===== src/rtl/muldiv_ctrl_pkg.sv =====
// muldiv_ctrl_pkg: shared command/state encodings and constants for the HI/LO unit.
package muldiv_ctrl_pkg;

    typedef enum logic [1:0] {
        CMD_MULT  = 2'b00,
        CMD_MULTU = 2'b01,
        CMD_DIV   = 2'b10,
        CMD_DIVU  = 2'b11
    } cmd_e;

    typedef enum logic [2:0] {
        IDLE,
        CALC,
        SIGN,
        DZ,
        DONE
    } state_e;

    localparam logic VALID   = 1'b1;
    localparam logic INVALID = 1'b0;
    localparam logic ZERO    = 1'b0;

endpackage


===== src/rtl/muldiv_iter.sv =====
// muldiv_iter: one combinational shift-add (multiply) or restoring shift-subtract (divide) step.
module muldiv_iter #(
    parameter int XLEN = 32
) (
    input  logic              is_div,
    input  logic [2*XLEN-1:0] acc,
    input  logic [XLEN-1:0]   b,
    output logic [2*XLEN-1:0] acc_n
);

    logic [XLEN:0]   sum;
    logic [XLEN:0]   top;
    logic [XLEN:0]   diff;
    logic [2*XLEN:0] sh;

    // The partial remainder stays below 2*b, so the borrow bit of diff alone decides restore.
    always_comb begin
        sum   = {1'b0, acc[2*XLEN-1:XLEN]} + {1'b0, {XLEN{acc[0]}} & b};
        sh    = {acc, 1'b0};
        top   = sh[2*XLEN:XLEN];
        diff  = top - {1'b0, b};
        acc_n = !is_div ? {sum, acc[XLEN-1:1]}
              : diff[XLEN] ? sh[2*XLEN-1:0]
              : {diff[XLEN-1:0], sh[XLEN-1:1], 1'b1};
    end

endmodule


===== src/rtl/muldiv_ctrl.sv =====
// muldiv_ctrl: multi-cycle mult/multu/div/divu controller owning HI/LO.
// Optional mthi/mtlo write port enabled by MULDIV_MTHILO_EN.
module muldiv_ctrl
    import muldiv_ctrl_pkg::*;
#(
    parameter int XLEN  = 32,
    parameter int CNT_W = 6
) (
    input  logic            clk,
    input  logic            rst,
    input  logic            req,
    input  logic [1:0]      cmd,
    input  logic [XLEN-1:0] regaData,
    input  logic [XLEN-1:0] regbData,
    input  logic            flush,
`ifdef MULDIV_MTHILO_EN
    input  logic [1:0]      hilo_we,
    input  logic [XLEN-1:0] hilo_wdata,
`endif
    output logic            stall,
    output logic            busy,
    output logic            done,
    output logic            div_zero,
    output logic [XLEN-1:0] hi,
    output logic [XLEN-1:0] lo
);

    state_e            state, state_n;
    logic [2*XLEN-1:0] acc, acc_n, prod;
    logic [XLEN-1:0]   opb, mag_a, mag_b, quo, rem;
    logic [CNT_W-1:0]  cnt;
    logic              op_div, sa, sb, is_div, is_sgn, dz, accept;

    muldiv_iter #(.XLEN(XLEN)) u_iter (
        .is_div(op_div),
        .acc   (acc),
        .b     (opb),
        .acc_n (acc_n)
    );

    always_comb begin
        is_div  = cmd == CMD_DIV || cmd == CMD_DIVU;
        is_sgn  = cmd == CMD_MULT || cmd == CMD_DIV;
        mag_a   = is_sgn && regaData[XLEN-1] ? -regaData : regaData;
        mag_b   = is_sgn && regbData[XLEN-1] ? -regbData : regbData;
        dz      = is_div && regbData == '0;
        accept  = state == IDLE && req && !flush;
        prod    = sa ^ sb ? -acc : acc;
        quo     = sa ^ sb ? -acc[XLEN-1:0] : acc[XLEN-1:0];
        rem     = sa ? -acc[2*XLEN-1:XLEN] : acc[2*XLEN-1:XLEN];
        state_n = state;
        case (state)
            IDLE:     state_n = accept ? (dz ? DZ : CALC) : IDLE;
            CALC:     state_n = cnt == CNT_W'(1) ? SIGN : CALC;
            SIGN, DZ: state_n = DONE;
            default:  state_n = IDLE;
        endcase
        if (flush) state_n = IDLE;
        stall = (state == IDLE && req) || (state != IDLE && state != DONE);
        busy  = state != IDLE;
        done  = state == DONE ? VALID : INVALID;
    end

    always_ff @(posedge clk or posedge rst) begin
        if (rst) begin
            state    <= IDLE;
            acc      <= '0;
            opb      <= '0;
            cnt      <= '0;
            op_div   <= ZERO;
            sa       <= ZERO;
            sb       <= ZERO;
            hi       <= '0;
            lo       <= '0;
            div_zero <= ZERO;
        end else begin
            state <= state_n;
`ifdef MULDIV_MTHILO_EN
            if (state == IDLE && hilo_we[1]) hi <= hilo_wdata;
            if (state == IDLE && hilo_we[0]) lo <= hilo_wdata;
`endif
            // Divide-by-zero keeps the raw dividend so DZ can copy it into HI unchanged.
            if (accept) begin
                op_div   <= is_div;
                sa       <= is_sgn && regaData[XLEN-1];
                sb       <= is_sgn && regbData[XLEN-1];
                opb      <= is_div ? mag_b : mag_a;
                acc      <= {{XLEN{1'b0}}, is_div ? (dz ? regaData : mag_a) : mag_b};
                cnt      <= CNT_W'(XLEN);
                div_zero <= ZERO;
            end
            if (state == CALC) begin
                acc <= acc_n;
                cnt <= cnt - CNT_W'(1);
            end
            if (state == SIGN && !flush) {hi, lo} <= op_div ? {rem, quo} : prod;
            if (state == DZ && !flush) begin
                hi       <= acc[XLEN-1:0];
                lo       <= '1;
                div_zero <= VALID;
            end
        end
    end

endmodule


===== config.mk =====
export PLATFORM = sky130hd
export DESIGN_NAME = muldiv_ctrl
export DESIGN_NICKNAME = d
export VERILOG_FILES = /design/src/rtl/muldiv_ctrl_pkg.sv /design/src/rtl/muldiv_iter.sv /design/src/rtl/muldiv_ctrl.sv
export SDC_FILE = /design/constraint.sdc
export NUM_CORES = 1
export LEC_CHECK = 0
export CORE_MARGIN = 1.5
export CORE_UTILIZATION = 35
export CTS_BUF_LIST = sky130_fd_sc_hd__clkbuf_4
export DETAILED_ROUTE_END_ITERATION = 16
export PLACE_DENSITY = 0.56
export SLEW_MARGIN = 20
export SYNTH_ARGS = -nofsm -noshare
export SYNTH_HDL_FRONTEND = slang
export SYNTH_SLANG_ARGS = --single-unit

===== constraint.sdc =====
create_clock -name clk -period 5.2 [get_ports clk]
set_clock_uncertainty 0.1 [all_clocks]
set_input_delay 0.52 -clock clk [delete_from_list [all_inputs] [get_ports clk]]
set_output_delay 0.52 -clock clk [all_outputs]
set_load 0.005 [all_outputs]

==> flow_summary.json, run 1 <==
{
  "tritoncts": "yes",
  "reg2reg_slack_ps": 980,
  "cts_max_path_buffers": 2,
  "r2r_end": "acc[62]$_DFFE_PP0P_",
  "outcome": "finished clean",
  "setup.worst_path.class": "flip-flop to flip-flop",
  "critical_path.endpoint": "acc[62]$_DFFE_PP0P_",
  "cellLeakagePower_uw": 0.007385,
  "syn_nets": 2043,
  "met3RoutedLength_um": 4178,
  "synth-area-yosys_sq_um": 15040,
  "route.detailed.wl_per_inst_um": 22.63,
  "floorplan.core_area_sq_um": 42130,
  "fill_cells": 4313,
  "synthesis.yosys.warnings": 0,
  "register_clock_pin_slew_on_the_reported_worst_setup_and_hold_paths_ps": 200,
  "vias": 14910,
  "power_combinational_uw": 5080,
  "top_logic_kind": "AND-OR/OR-AND gates",
  "crit_arrival_ps": 4570,
  "worst_slew_margin_rel_pct": 21.01,
  "worst_pin_slew_ps": 1180,
  "drt_iter0_drcs": 1310,
  "finalSetupViolCount": 0,
  "grt_start_max_net_pins": 64,
  "cellInternalPower_uw": 4108,
  "ys_async_sr_fraction_pct": 100.0,
  "power_top_consumer": "combinational logic",
  "tritoncts.num_buffers": 17,
  "post-route-util_pct": 41.03,
  "p_seq_share_pct": 27.1,
  "grt_first_pass_wirelength_um": 86020,
  "ff_type": "dfrtp_1",
  "flops_latches_synth": 173,
  "die_h_um": 210.3,
  "io_buffers": 137,
  "synth.avg_cell_area_sq_um": 7.913,
  "relative_area_change_from_synthesis_to_final_layout_pct": 14.93,
  "power_clock_uw": 975,
  "timing.critical_path.cells": "inv_1 > ha_1 > fa_1 > nand2b_1 > a211oi_1 > nor2_1 > o211ai_1 > a311oi_1 > xnor2_4 > buf_4 > mux2i_1 > a221oi_1",
  "power_frac_comb_pct": 61.2,
  "ioPinCount": 138,
  "slew_violations": 0,
  "post_route_cells_drive_above_1_share_pct": 6.149,
  "clkSinkCount": 173,
  "final_net_count": 2113,
  "finalHoldViolations": 0,
  "routed-wl-met2_um": 25450,
  "power.sequential.total_uw": 2250
}
[run 1: Yosys cell counts (all sizes together), types with 23 or more instances]
| library cell | count |
|---|---|
| nor2 | 201 |
| and3 | 30 |
| nor3 | 39 |
| o21ai | 186 |
| clkbuf | 106 |
| ha | 70 |
| a31oi | 23 |
| nand2 | 163 |
| xor2 | 101 |
| inv | 65 |
| a21oi | 195 |
| dfrtp | 173 |
| nand3 | 27 |
| xnor2 | 99 |
| mux2i | 46 |
[run 1: metrics by stage]
step	area [sq um]	setup WS (ps)	std cells	power, uW	hold slack, ps
detailed placement	16930	1079	2491	7226	361.1
CTS	17270	1024	2523	8199	229.8
floorplan	15050	1933	1901	5596	336.9
global placement	16930	1214	2491	7189	354.8
finish	17290	981.1	2524	8301	230.7
global route	17290	702.2	2524	8862	246.2
[run 1: final cells by class]
cell class | instances | area [sq um] | share of cell area, %
Multi-Input combinational cell | 1538 | 10030 | 58.00
Sequential cell | 173 | 4330 | 25.05
Timing Repair Buffer | 176 | 1659 | 9.597
Tap cell | 539 | 674.4 | 3.901
Inverter | 65 | 247.7 | 1.433
Clock inverter | 15 | 219.0 | 1.267
Clock buffer | 17 | 127.6 | 0.7382
Antenna cell | 1 | 2.502 | 0.01447
[run 1: state kept, by name (all words and copies together) (netlist names)]
signal and cells:
acc 64, cnt 6, div_zero 1, hi 32, lo 32, op_div 1, opb 32, sa 1
sb 1, state 3
[run 1: per-layer routing]
layer / up-vias / GRT usage, %
met4: 0 / 9.204
li1: 6974 / -
met2: 614 / 39.21
met3: 106 / 4.127
met5: - / 0
met1: 7213 / 35.64
==> run_1/gate_families.png <==
Scale: 3 px per um.
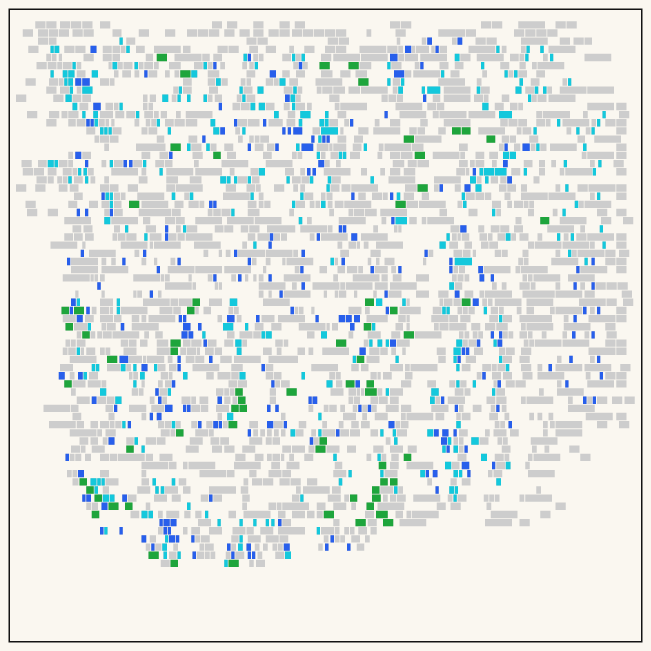
| family | colour | cells |
|---|---|---|
| NAND gates | blue | 230 |
| NOR gates | cyan | 284 |
| AND-OR and OR-AND gates | green | 67 |
Layout Cells excl Fill: 2524
most frequent logic cell in the layout: nor2_1

==> run_1/final_congestion.png <==
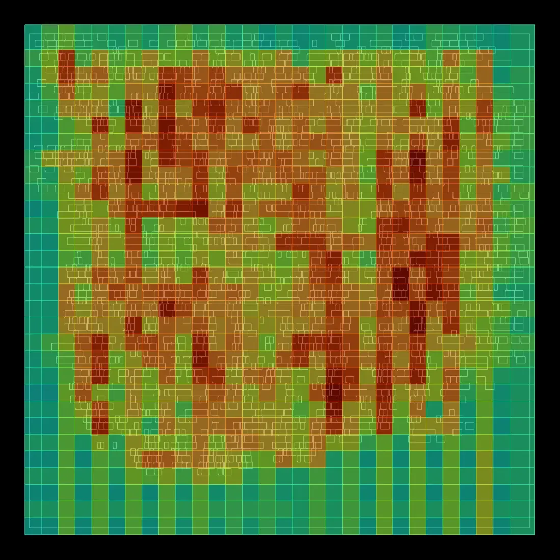
met2 track demand over resource: 39.21%
met1 Usage GRT: 35.64%

==> run_1/zoom.png <==
Window x 90 to 120, y 48 to 78 um. Cells in grey, sequential cells in the stronger grey; small squares are vias.
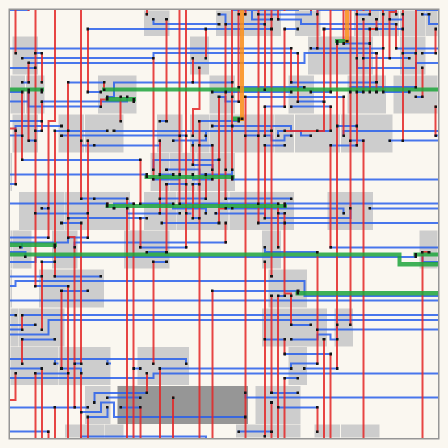
| layer | colour |
|---|---|
| met2 | red |
| met3 | green |
| met1 | blue |
| met4 | orange |
netlist names of flops here include: `acc` (1)
most frequent: o21ai_0 (9), a21oi_1 (6), ha_1 (6)
sequential cells in the window: 1
cells with their middle in the window: 53

==> run_1/met4.png <==
Scale: 2 px per um. Supply wires on this layer in grey.
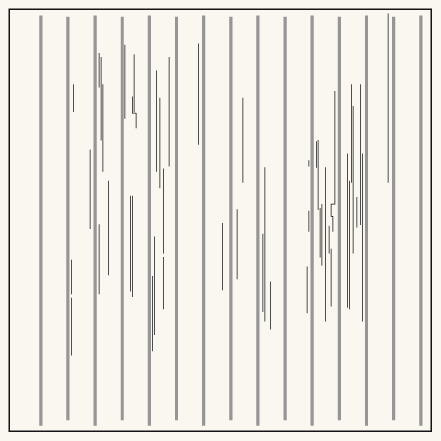

==> run 1 -> run 2 <==
--- a/config.mk
+++ b/config.mk
@@ -9,7 +9,7 @@
 export CORE_UTILIZATION = 35
 export CTS_BUF_LIST = sky130_fd_sc_hd__clkbuf_4
 export DETAILED_ROUTE_END_ITERATION = 16
-export PLACE_DENSITY = 0.56
+export PLACE_DENSITY = 0.54
 export SLEW_MARGIN = 20
 export SYNTH_ARGS = -nofsm -noshare
 export SYNTH_HDL_FRONTEND = slang
==> constraint.sdc (replaced) <==
create_clock -name clk -period 3.89 [get_ports clk]
set_clock_uncertainty 0.1 [all_clocks]
set_input_delay 0.389 -clock clk [delete_from_list [all_inputs] [get_ports clk]]
set_output_delay 0.389 -clock clk [all_outputs]
set_load 0.005 [all_outputs]
==> run_2/met4.png <==
Scale: 2 px per um. Supply wires on this layer in grey.
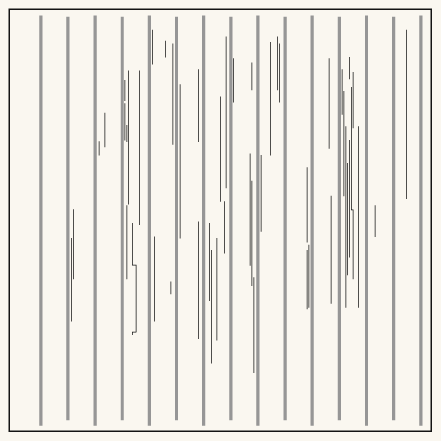
nets with wire on the layer: 43
longest straight run: 90.4 um
share of all routed wire: 3.5%
vias after detailed routing: 15280
Final Routed Wirelength: 59780 um

==> run_2/zoom.png <==
Window x 90 to 120, y 48 to 78 um. Cells in grey, sequential cells in the stronger grey; small squares are vias.
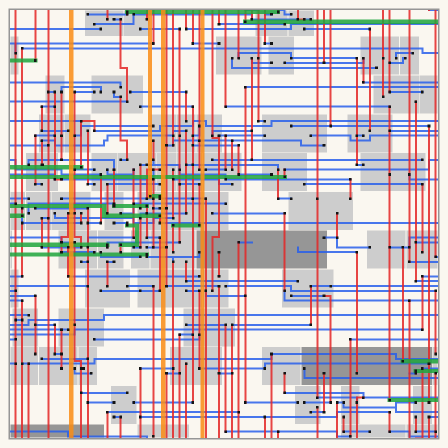
| layer | colour |
|---|---|
| met4 | orange |
| met2 | red |
| met3 | green |
| met1 | blue |
most frequent: o21ai_0 (8), a21oi_1 (7), ha_1 (5)
sequential cells in the window: 2
netlist names of flops here include: `acc` (2)
cells with their middle in the window: 56

==> run 2 against run 1 <==
  * Register-to-register slack got worse by 720 ps
  * Sequential power rose by 19%
  * Critical endpoint is now acc[57]$_DFFE_PP0P_
  * Core utilization rose by 1.4 points
  * Design area rose by 3.5%
  * Non-clock buffer count rose by 81
==> flow_summary.json, run 2 <==
{
  "outcome": "finished clean",
  "fin_ws_ps": 259.8,
  "cellInternalPower_uw": 5652,
  "clkSinkCount": 173,
  "multiInputGateArea_sq_um": 10010,
  "route.detailed.wl_per_inst_um": 22.95,
  "cellLeakagePower_uw": 0.007782,
  "numPlacedInstances": 2572,
  "io_buffers": 137,
  "ioPinCount": 138,
  "finalSetupViolCount": 0,
  "reg2reg_slack_ps": 260,
  "flops_latches_synth": 173,
  "finalHoldViolations": 0,
  "crit_arrival_ps": 4100,
  "grt_first_pass_wirelength_um": 89910,
  "syn_nets": 2043,
  "pre_cts_ws_ps": 302.7,
  "r2r_end": "acc[57]$_DFFE_PP0P_",
  "fill_cells": 4247,
  "synthesis.yosys.warnings": 0,
  "grt_start_max_net_pins": 64,
  "ys_top_cells_by_count": "nor2_1 (201), a21oi_1 (195), o21ai_0 (178)",
  "tritoncts": "yes",
  "instances_no_fill": 2605,
  "post_route_cells_drive_above_1_share_pct": 9.685,
  "ys_async_sr_fraction_pct": 100.0,
  "largest_register_ffs": 64,
  "power_frac_comb_pct": 66.2
}
[run 2: area by class of cell]
type                    count  share of cell area, %
diodes                      1                0.01399
clock buffers              17                 0.7132
clock inverters            15                 0.9440
inverters                  65                  1.385
multi-input cells        1538                  55.95
flip-flops and latches    173                  24.20
well taps                 539                  3.769
repair buffers            257                  13.02
[run 2: cells by family (layout without fill, tap and decap cells)]
kind of cell | Yosys count | in the layout | share of synthesized area, %
compound gates | 605 | 605 | 25.00
mux | 67 | 67 | 4.633
buf+inv | 190 | 354 | 4.866
xor+xnor | 200 | 200 | 11.70
other cells | 0 | 1 | 0
fa+ha+maj | 72 | 72 | 6.089
flops | 173 | 173 | 28.78
simple gates | 594 | 594 | 18.93
[run 2: worst max-delay path, cell delays in order (launching register included)]
cell      delay [ps]
dfrtp_1          480
and2_1           150
ha_1             180
inv_1             60
fa_1             390
nand2b_1         180
a21oi_1          350
o41ai_1          150
buf_4            170
nor2b_1          160
o311a_1          420
o21ai_0          240
xor2_1           180
o21ai_0           90
a22oi_1          200
[run 2: metal layers]
metal | GRT usage [%] | up-vias | share of wire, %
li1 | - | 7137 | -
met1 | 37.01 | 7374 | 45
met2 | 40.90 | 658 | 44
met3 | 5.438 | 106 | 7.6
met4 | 10.52 | 0 | 3.5
met5 | 0 | - | 0
[run 2: power by group through the flow]
| stage | Clock (uW) | Combinational [uW] | Sequential, uW |
|---|---|---|---|
| floorplan | 0 | 4850 | 2630 |
| global placement | 0 | 7310 | 2710 |
| detailed placement | 0 | 7380 | 2720 |
| CTS | 1180 | 7410 | 2680 |
| global route | 1250 | 8180 | 2740 |
| finish | 1160 | 7540 | 2680 |
==> run 2 -> run 3 <==
--- a/config.mk
+++ b/config.mk
@@ -10,7 +10,6 @@
 export CTS_BUF_LIST = sky130_fd_sc_hd__clkbuf_4
 export DETAILED_ROUTE_END_ITERATION = 16
 export PLACE_DENSITY = 0.54
-export SLEW_MARGIN = 20
 export SYNTH_ARGS = -nofsm -noshare
 export SYNTH_HDL_FRONTEND = slang
 export SYNTH_SLANG_ARGS = --single-unit
==> run_3/gate_families.png <==
Scale: 3 px per um.
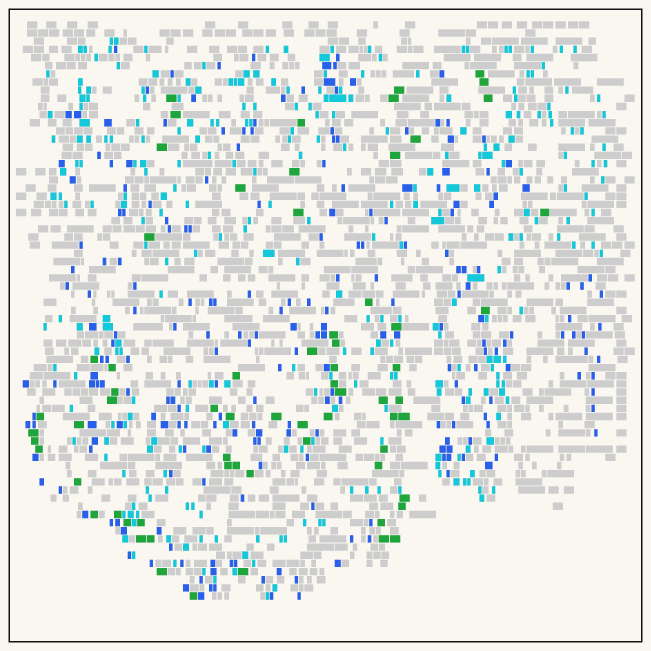
| family | colour | cells |
|---|---|---|
| AND-OR and OR-AND gates | green | 67 |
| NOR gates | cyan | 284 |
| NAND gates | blue | 230 |
Layout Cells excl Fill: 2605
logic share of the area: 55.95%

==> run_3/met4.png <==
Scale: 2 px per um. Supply wires on this layer in grey.
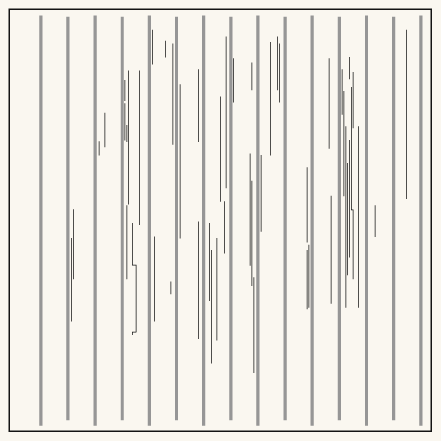
share of all routed wire: 3.5%
nets with wire on the layer: 43
longest straight run: 90.4 um
main direction: vertical

==> run 3 against run 2 <==
  * Global-route usage is the same
  * Sequential cell count is the same
  * Combinational power barely moved
  * Core utilization stayed put
  * Design area is the same
  * Routed wire length stayed put
  * Synthesized cell count did not move
  * Power is the same
  * Fmax unchanged
  * Largest power group unchanged
==> flow_summary.json, run 3 <==
{
  "outcome": "finished clean",
  "route.detailed.wl_per_inst_um": 22.95,
  "hold_ws_ps": 21.03,
  "fin_ws_ps": 259.8,
  "yosys.cell_count.top_type": "nor2_1",
  "timing.critical_path.cells": "and2_1 > ha_1 > inv_1 > fa_1 > nand2b_1 > a21oi_1 > o41ai_1 > buf_4 > nor2b_1 > o311a_1 > o21ai_0 > xor2_1 > o21ai_0 > a22oi_1",
  "largest-register": "acc",
  "fill_cells": 4247,
  "ys_sh_adder_pct": 6.089,
  "met3RoutedLength_um": 4527,
  "crit_path_top_cell_by_count": "o21ai_0",
  "syn_nets": 2043,
  "gr-max-usage-layer": "met2",
  "globalRouteMet3Util_pct": 5.438,
  "drt_iter0_drcs": 1308,
  "cts_max_path_buffers": 2,
  "post-route-cell-area_sq_um": 17890,
  "share_of_synthesized_cell_area_in_and_or_nand_and_nor_gates_pct": 18.93,
  "grt_start_max_net_pins": 64,
  "crit_arrival_ps": 4100,
  "placement.cell_area_sq_um": 17590,
  "ioPinCount": 138,
  "numPlacedInstances": 2572,
  "tritoncts": "yes",
  "floorplan.core_area_sq_um": 42130,
  "top_layer": "met4",
  "register_clock_pin_slew_on_the_reported_worst_setup_and_hold_paths_ps": 210,
  "met1_usage_grt_pct": 37.01,
  "ff_type": "dfrtp_1",
  "vias": 15280,
  "routedLengthMet1_um": 26680,
  "top_logic_kind": "AND-OR/OR-AND gates",
  "finalHoldViolations": 0,
  "slew_violations": 0,
  "setup.worst_path.class": "flip-flop to flip-flop",
  "synthAoiAreaFrac_pct": 25.00,
  "routed-wl-met2_um": 26450,
  "die_h_um": 210.3,
  "synth.avg_cell_area_sq_um": 7.913
}
[run 3: cells by family after synthesis]
family,count (synthesis)
compound gates,605
simple gates,594
xor+xnor,200
buf+inv,190
flops,173
fa+ha+maj,72
mux,67
[run 3: worst register-to-register path, stage by stage, from the launching register on]
cell and delay, ps:
dfrtp_1 480, and2_1 150, ha_1 180, inv_1 60, fa_1 390, nand2b_1 180, a21oi_1 350, o41ai_1 150
buf_4 170, nor2b_1 160, o311a_1 420, o21ai_0 240, xor2_1 180, o21ai_0 90, a22oi_1 200
[run 3: cell type report]
| cell class | instances | area, sq um | share of cell area [%] |
|---|---|---|---|
| Multi-Input combinational cell | 1538 | 10010 | 55.95 |
| Sequential cell | 173 | 4330 | 24.20 |
| Timing Repair Buffer | 257 | 2330 | 13.02 |
| Tap cell | 539 | 674.4 | 3.769 |
| Inverter | 65 | 247.7 | 1.385 |
| Clock inverter | 15 | 168.9 | 0.9440 |
| Clock buffer | 17 | 127.6 | 0.7132 |
| Antenna cell | 1 | 2.502 | 0.01399 |
[run 3: worst paths after layout]
path,from,slack (ps),to,cells past startpoint
max,acc[0]$_DFFE_PP0P_,260,acc[57]$_DFFE_PP0P_,14
min,rst,20,opb[3]$_DFFE_PP0P_,2
max reg2reg,acc[0]$_DFFE_PP0P_,260,acc[57]$_DFFE_PP0P_,14
min reg2reg,cnt[5]$_DFFE_PP0P_,390,cnt[5]$_DFFE_PP0P_,1
max in group asynchronous,rst,2880,acc[49]$_DFFE_PP0P_,3
min in group clk,cmd[1],70,opb[5]$_DFFE_PP0P_,3
[run 3: report_power, final]
part / leakage [uW] / internal [uW] / switching [uW] / total, uW
combinational: 0.00539 / 3080 / 4460 / 7540
clock: 0.000157 / 351 / 811 / 1160
sequential: 0.00224 / 2220 / 463 / 2680

==> gallery <==
Wiring heat map.
Scale: 2 px per um. 21 x 21 tiles, from white (low) to dark blue (high), scaled to the fullest tile. Values are wire area over tile area, all layers added.
picture 1
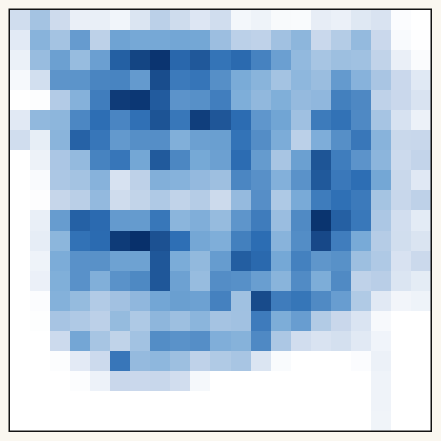
picture 2
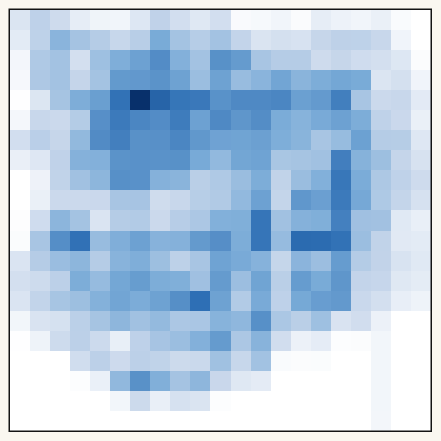
run 3 -> picture 2
run 1 -> picture 1

Key to picture 2:
tiles over half the peak: 20%
emptiest ninth of the die: bottom right
densest ninth of the die: top middle
fullest tile: 0.72
nearly empty tiles: 15%

No activity file was given, so power comes from the tool's default toggle rates.
